[src/rtl/servo_slew_ctrl.sv]
// Rate-limited servo position controller: buffers one target, steps pwm_cmd toward it once per frame.
// Optional feature macro: SERVO_WATCHDOG_EN parks the servo at CENTER after WDOG_FRAMES idle frames.
module servo_slew_ctrl #(
    parameter int FRAME_CYCLES  = 2000000,
    parameter int STEP          = 4,
    parameter int DEADBAND      = 2,
    parameter int POS_MIN       = 0,
    parameter int POS_MAX       = 254,
    parameter int CENTER        = 127,
    parameter int SETTLE_FRAMES = 3,
    parameter int WDOG_FRAMES   = 50
) (
    input  logic       clk,
    input  logic       reset,
    input  logic [7:0] target,
    input  logic       target_valid,
    output logic       target_ready,
    output logic [7:0] pwm_cmd,
    output logic       frame_tick,
    output logic       at_target,
    output logic       busy,
    output logic       wdog_flag
);

    localparam int CNT_W = (FRAME_CYCLES > 1) ? $clog2(FRAME_CYCLES) : 1;
    localparam int SET_W = $clog2(SETTLE_FRAMES + 1);
    localparam logic [CNT_W-1:0] CNT_LAST   = CNT_W'(FRAME_CYCLES - 1);
    localparam logic [SET_W-1:0] SETTLE_LAST = SET_W'(SETTLE_FRAMES - 1);
    localparam logic [7:0] STEP_C     = 8'(STEP);
    localparam logic [7:0] DEADBAND_C = 8'(DEADBAND);
    localparam logic [7:0] POS_MIN_C  = 8'(POS_MIN);
    localparam logic [7:0] POS_MAX_C  = 8'(POS_MAX);
    localparam logic [7:0] CENTER_C   = 8'(CENTER);

    typedef enum logic [1:0] {
        ST_IDLE   = 2'd0,
        ST_SLEW   = 2'd1,
        ST_SETTLE = 2'd2
    } state_t;

    logic [CNT_W-1:0] cnt_q, cnt_d;
    logic             frame_tick_q, frame_tick_d;
    logic [7:0]       pwm_q, pwm_d;
    logic [7:0]       goal_q, goal_d;
    logic [7:0]       pend_q, pend_d;
    logic             pend_full_q, pend_full_d;
    logic [SET_W-1:0] settle_q, settle_d;
    state_t           state_q, state_d;
    logic             xfer_s;
    logic             near_s;
    logic [7:0]       clamped_s;
    logic             wdog_park_s;

    function automatic logic [7:0] clamp_pos(input logic [7:0] v);
        if (v < POS_MIN_C) begin
            clamp_pos = POS_MIN_C;
        end else if (v > POS_MAX_C) begin
            clamp_pos = POS_MAX_C;
        end else begin
            clamp_pos = v;
        end
    endfunction

    // Magnitude of a - b, evaluated as a 9-bit signed difference.
    function automatic logic [8:0] abs_diff(input logic [7:0] a, input logic [7:0] b);
        logic signed [8:0] d;
        d = $signed({1'b0, a}) - $signed({1'b0, b});
        if (d < 9'sd0) begin
            abs_diff = 9'(-d);
        end else begin
            abs_diff = 9'(d);
        end
    endfunction

    function automatic logic [7:0] step_toward(input logic [7:0] pos, input logic [7:0] goal);
        if (abs_diff(goal, pos) <= {1'b0, STEP_C}) begin
            step_toward = goal;
        end else if (goal > pos) begin
            step_toward = pos + STEP_C;
        end else begin
            step_toward = pos - STEP_C;
        end
    endfunction

    assign xfer_s    = target_valid && !pend_full_q;
    assign clamped_s = clamp_pos(target);
    assign near_s    = (abs_diff(clamped_s, goal_q) <= {1'b0, DEADBAND_C});

    // Frame timing, target buffering, slew stepping and mode sequencing.
    always_comb begin
        cnt_d        = (cnt_q == CNT_LAST) ? '0 : cnt_q + CNT_W'(1);
        frame_tick_d = (cnt_q == CNT_LAST);
        pwm_d        = pwm_q;
        goal_d       = goal_q;
        pend_d       = pend_q;
        pend_full_d  = pend_full_q;
        settle_d     = settle_q;
        state_d      = state_q;

        if (frame_tick_q) begin
            // Step uses the goal held before this tick's reload.
            pwm_d = step_toward(pwm_q, goal_q);
            if (pend_full_q) begin
                goal_d      = pend_q;
                pend_full_d = 1'b0;
            end else if (wdog_park_s) begin
                goal_d = CENTER_C;
            end else begin
                goal_d = goal_q;
            end
        end else begin
            pwm_d = pwm_q;
        end

        if (xfer_s && !near_s) begin
            pend_d      = clamped_s;
            pend_full_d = 1'b1;
        end else begin
            pend_d = pend_q;
        end

        case (state_q)
            ST_IDLE: begin
                if (frame_tick_q && (goal_q != pwm_q)) begin
                    state_d = ST_SLEW;
                end else begin
                    state_d = ST_IDLE;
                end
            end
            ST_SLEW: begin
                if (frame_tick_q && (pwm_d == goal_q)) begin
                    state_d  = ST_SETTLE;
                    settle_d = '0;
                end else begin
                    state_d = ST_SLEW;
                end
            end
            ST_SETTLE: begin
                if (!frame_tick_q) begin
                    state_d = ST_SETTLE;
                end else if (goal_q != pwm_q) begin
                    state_d = ST_SLEW;
                end else if (settle_q == SETTLE_LAST) begin
                    state_d  = ST_IDLE;
                    settle_d = '0;
                end else begin
                    settle_d = settle_q + SET_W'(1);
                end
            end
            default: begin
                state_d  = ST_IDLE;
                settle_d = '0;
            end
        endcase
    end

    // State registers with synchronous reset to the parked, idle condition.
    always_ff @(posedge clk) begin
        if (reset) begin
            cnt_q        <= '0;
            frame_tick_q <= 1'b0;
            pwm_q        <= CENTER_C;
            goal_q       <= CENTER_C;
            pend_q       <= 8'd0;
            pend_full_q  <= 1'b0;
            settle_q     <= '0;
            state_q      <= ST_IDLE;
        end else begin
            cnt_q        <= cnt_d;
            frame_tick_q <= frame_tick_d;
            pwm_q        <= pwm_d;
            goal_q       <= goal_d;
            pend_q       <= pend_d;
            pend_full_q  <= pend_full_d;
            settle_q     <= settle_d;
            state_q      <= state_d;
        end
    end

`ifdef SERVO_WATCHDOG_EN
    localparam int WD_W = $clog2(WDOG_FRAMES + 1);
    localparam logic [WD_W-1:0] WD_LAST = WD_W'(WDOG_FRAMES - 1);

    logic [WD_W-1:0] wdog_cnt_q, wdog_cnt_d;
    logic            wdog_flag_q, wdog_flag_d;

    // Any handshake (stored or dropped) restarts the idle-frame count.
    always_comb begin
        wdog_cnt_d  = wdog_cnt_q;
        wdog_flag_d = wdog_flag_q;
        wdog_park_s = 1'b0;
        if (xfer_s) begin
            wdog_cnt_d  = '0;
            wdog_flag_d = 1'b0;
        end else if (frame_tick_q) begin
            if (wdog_cnt_q == WD_LAST) begin
                wdog_park_s = 1'b1;
                wdog_cnt_d  = '0;
                wdog_flag_d = 1'b1;
            end else begin
                wdog_cnt_d = wdog_cnt_q + WD_W'(1);
            end
        end else begin
            wdog_cnt_d = wdog_cnt_q;
        end
    end

    // Watchdog count and flag registers.
    always_ff @(posedge clk) begin
        if (reset) begin
            wdog_cnt_q  <= '0;
            wdog_flag_q <= 1'b0;
        end else begin
            wdog_cnt_q  <= wdog_cnt_d;
            wdog_flag_q <= wdog_flag_d;
        end
    end

    assign wdog_flag = wdog_flag_q;
`else
    localparam int unused_wdog_frames = WDOG_FRAMES;
    assign wdog_park_s = 1'b0;
    assign wdog_flag   = 1'b0;
`endif

    assign target_ready = !pend_full_q;
    assign pwm_cmd      = pwm_q;
    assign frame_tick   = frame_tick_q;
    assign at_target    = (state_q == ST_IDLE);
    assign busy         = (state_q == ST_SLEW) || (state_q == ST_SETTLE);

endmodule

[config.mk]
export PLATFORM = sky130hd
export DESIGN_NAME = servo_slew_ctrl
export DESIGN_NICKNAME = d
export VERILOG_FILES = /design/src/rtl/servo_slew_ctrl.sv
export SDC_FILE = /design/constraint.sdc
export NUM_CORES = 1
export LEC_CHECK = 0
export ABC_CLOCK_PERIOD_IN_PS = 5200
export CAP_MARGIN = 5
export CORE_UTILIZATION = 50
export CTS_CLUSTER_SIZE = 8
export DETAILED_ROUTE_END_ITERATION = 7
export PLACE_DENSITY = 0.69
export SYNTH_ARGS = -nofsm -noshare
export SYNTH_HDL_FRONTEND = slang
export SYNTH_SLANG_ARGS = --single-unit
[constraint.sdc]
create_clock -name clk -period 5.2 [get_ports clk]
set_input_delay 1.04 -clock clk [delete_from_list [all_inputs] [get_ports clk]]
set_output_delay 1.04 -clock clk [all_outputs]
set_load 0.005 [all_outputs]
### Met1 routing

The bar under the picture is 20 um long.
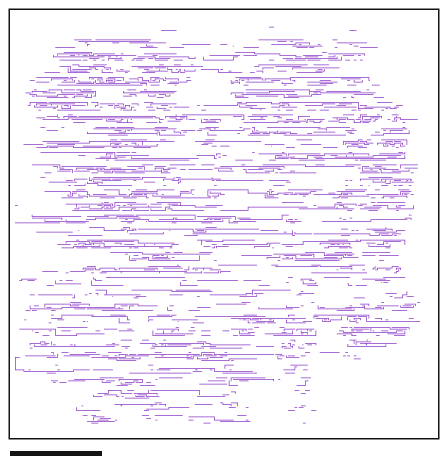
share of all routed wire = 48%
main direction = horizontal

### M2 wires

The bar under the picture is 20 um long. Cells faint in the background.
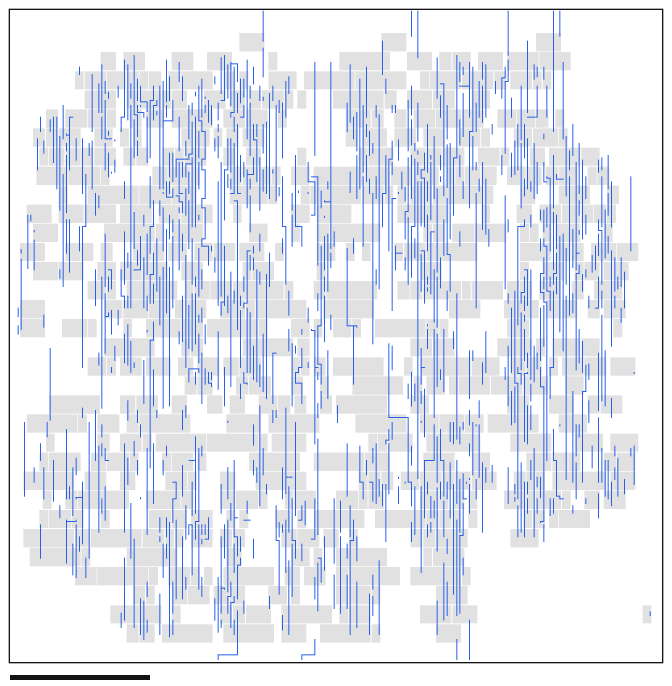
longest straight run = 42.3 um
main direction = vertical

### M3 wires

The bar under the picture is 20 um long. Cells faint in the background.
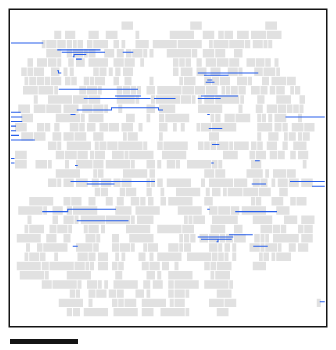
longest straight run = 24.6 um
wire length on this layer = 343 um
share of all routed wire = 3.7%
nets with wire on the layer = 40
main direction = horizontal

### Congestion heat map

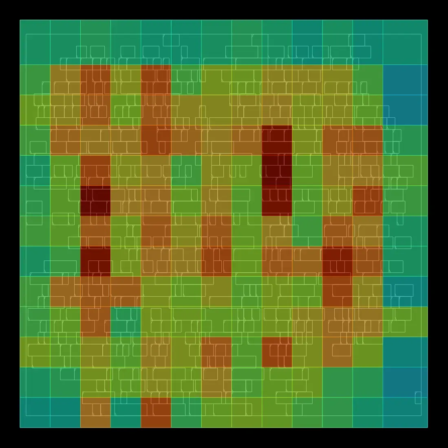
met1 usage: 29.7%
GRT busiest layer: met2

==> flow_summary.yaml <==
# yosys + openroad results
outcome:
  status: "finished clean"
yosys:
  ys_async_sr_fraction_pct: 0
  mappedNetlistNets: 560
  yosysWarningCount: 0
  yosysTopAreaCell: "dfxtp_1"
  postSynthSeqShare_pct: 24.7
  synthesis.area_mm2: 0.00414
detailed_routing:
  dr_wl_met3_um: 343
  dr_wl_met2_mm: 4.34
  ant_nets: 0
  vias: 3787
placement:
  dp_hpwl_mm: 7.22
  gp_routability_congestion: 0.879
setup_path:
  cp_max_fo: 12
  rr_worst_depth: 16
  timing.rr.end: "state_q[0]"
  critPathRequiredTime_ns: 5.39
  cp-end-kind: "flop"
clocking:
  cts-resized-gates: 0
  clk_pin_slew_ns: 0.09
  root_buffer: "clkbuf_8"
  clk_path_buf_depth: 2
  clk_latency_ns: 0.30
  cts_made_buffers: 5
  cts_tree: "built"
global_routing:
  grt_use_total_pct: 22.5
  grt_max_degree: 28
  gr-total-overflow: 0
sta:
  tns_ns: 0
  rsz0062_at_grt: "false"
  fin_crit_sh_pct: 87.0
  timing.max_slew.rel_slack_pct: 41.8
min_path:
  hold_start: "cnt_q[0]"
  hold_depth: 1
floorplan:
  pin_count: 24
final_layout:
  final_area_mm2: 0.00448
  layout.cells.non_filler: 630
layout make-up:
class                      instances  area, um^2  share of cell area (%)
timing repair buffer              26         250                    5.59
clock buffer                       5        68.8                    1.54
clock inverter                     2        13.8                   0.307
inverter                          41         154                    3.43
multi-input combinational        403        2850                    63.5
sequential                        51        1020                    22.8
tap                              102         128                    2.85
routing by layer:
metal,up-vias,GRT usage (%)
li1,1906,-
met1,1789,29.7
met2,76,37.3
met3,16,3.33
met4,0,8.21
met5,-,0
registers in the layout, indices dropped and copies added, names as in the netlist:
signal / cells
goal_q: 8
state_q: 2
settle_q: 2
pwm_cmd: 8
pend_q: 8
frame_tick: 1
cnt_q: 21
pend_full_q: 1
power by group:
| group | total [mW] | leakage (nW) | switching [mW] | internal [mW] |
|---|---|---|---|---|
| clock network | 0.221 | 0.0440 | 0.128 | 0.0922 |
| logic | 0.0898 | 1.42 | 0.0542 | 0.0356 |
| registers | 0.410 | 0.414 | 0.00867 | 0.401 |
how the worst max path moves through the flow:
stage / startpoint / end / slack [ns] / cells after the start
after floorplan: target[6] / pend_q[2] / 1.21 / 14
final: target[1] / pend_q[6] / 0.68 / 15
after global placement: target[1] / pend_q[5] / 0.49 / 15
after detailed placement: target[1] / pend_q[6] / 0.39 / 15
after CTS: target[1] / pend_q[6] / 0.68 / 15
after global routing: target[1] / pend_q[6] / 0.35 / 15
cell usage after synthesis, types with 4 or more instances:
cell,count
a311oi_1,5
nand3_1,27
a21oi_1,25
nor4_1,6
xnor2_1,15
nand2_1,43
ha_1,26
nand4_1,13
inv_1,40
nand2b_1,10
nor2_1,42
o2111ai_1,5
and3_1,8
mux2i_1,15
or3_1,4
dfxtp_1,51
nor3_1,12
o21ai_0,18
o211ai_1,10
a211o_1,5
a32oi_1,8
a21o_1,5
xor2_1,22
clkbuf_1,18
o211a_1,4
and2_1,5
nor3b_1,9
cell families after synthesis:
| kind of cell | after synthesis | synth area share [%] |
|---|---|---|
| AND/OR/NAND/NOR | 200 | 25.3 |
| AND-OR/OR-AND | 117 | 21.2 |
| buffers and inverters | 66 | 6.74 |
| flip-flops | 51 | 24.7 |
| XOR/XNOR | 38 | 8.22 |
| adder cells (fa/ha/maj) | 29 | 9.31 |
| multiplexers | 18 | 4.44 |
| other | 1 | 0.0906 |
layout by cell type (no fill, tap or decap), types with 18 or more instances in the layout:
| cell type | n |
|---|---|
| nand3_1 | 27 |
| clkdlybuf4s50_1 | 22 |
| nand2_1 | 43 |
| dfxtp_1 | 51 |
| ha_1 | 26 |
| xor2_1 | 22 |
| o21ai_0 | 18 |
| a21oi_1 | 25 |
| inv_1 | 40 |
| nor2_1 | 42 |
critical path: cells and delay by family:
| family | cells | cell delay [ns] |
|---|---|---|
| buffers and inverters | 3 | 0.87 |
| AND/OR/NAND/NOR | 3 | 0.37 |
| multiplexers | 1 | 0.21 |
| adder cells (fa/ha/maj) | 2 | 0.66 |
| AND-OR/OR-AND | 6 | 1.54 |
Power figures rest on the tool's default switching activity, not on a simulated workload.
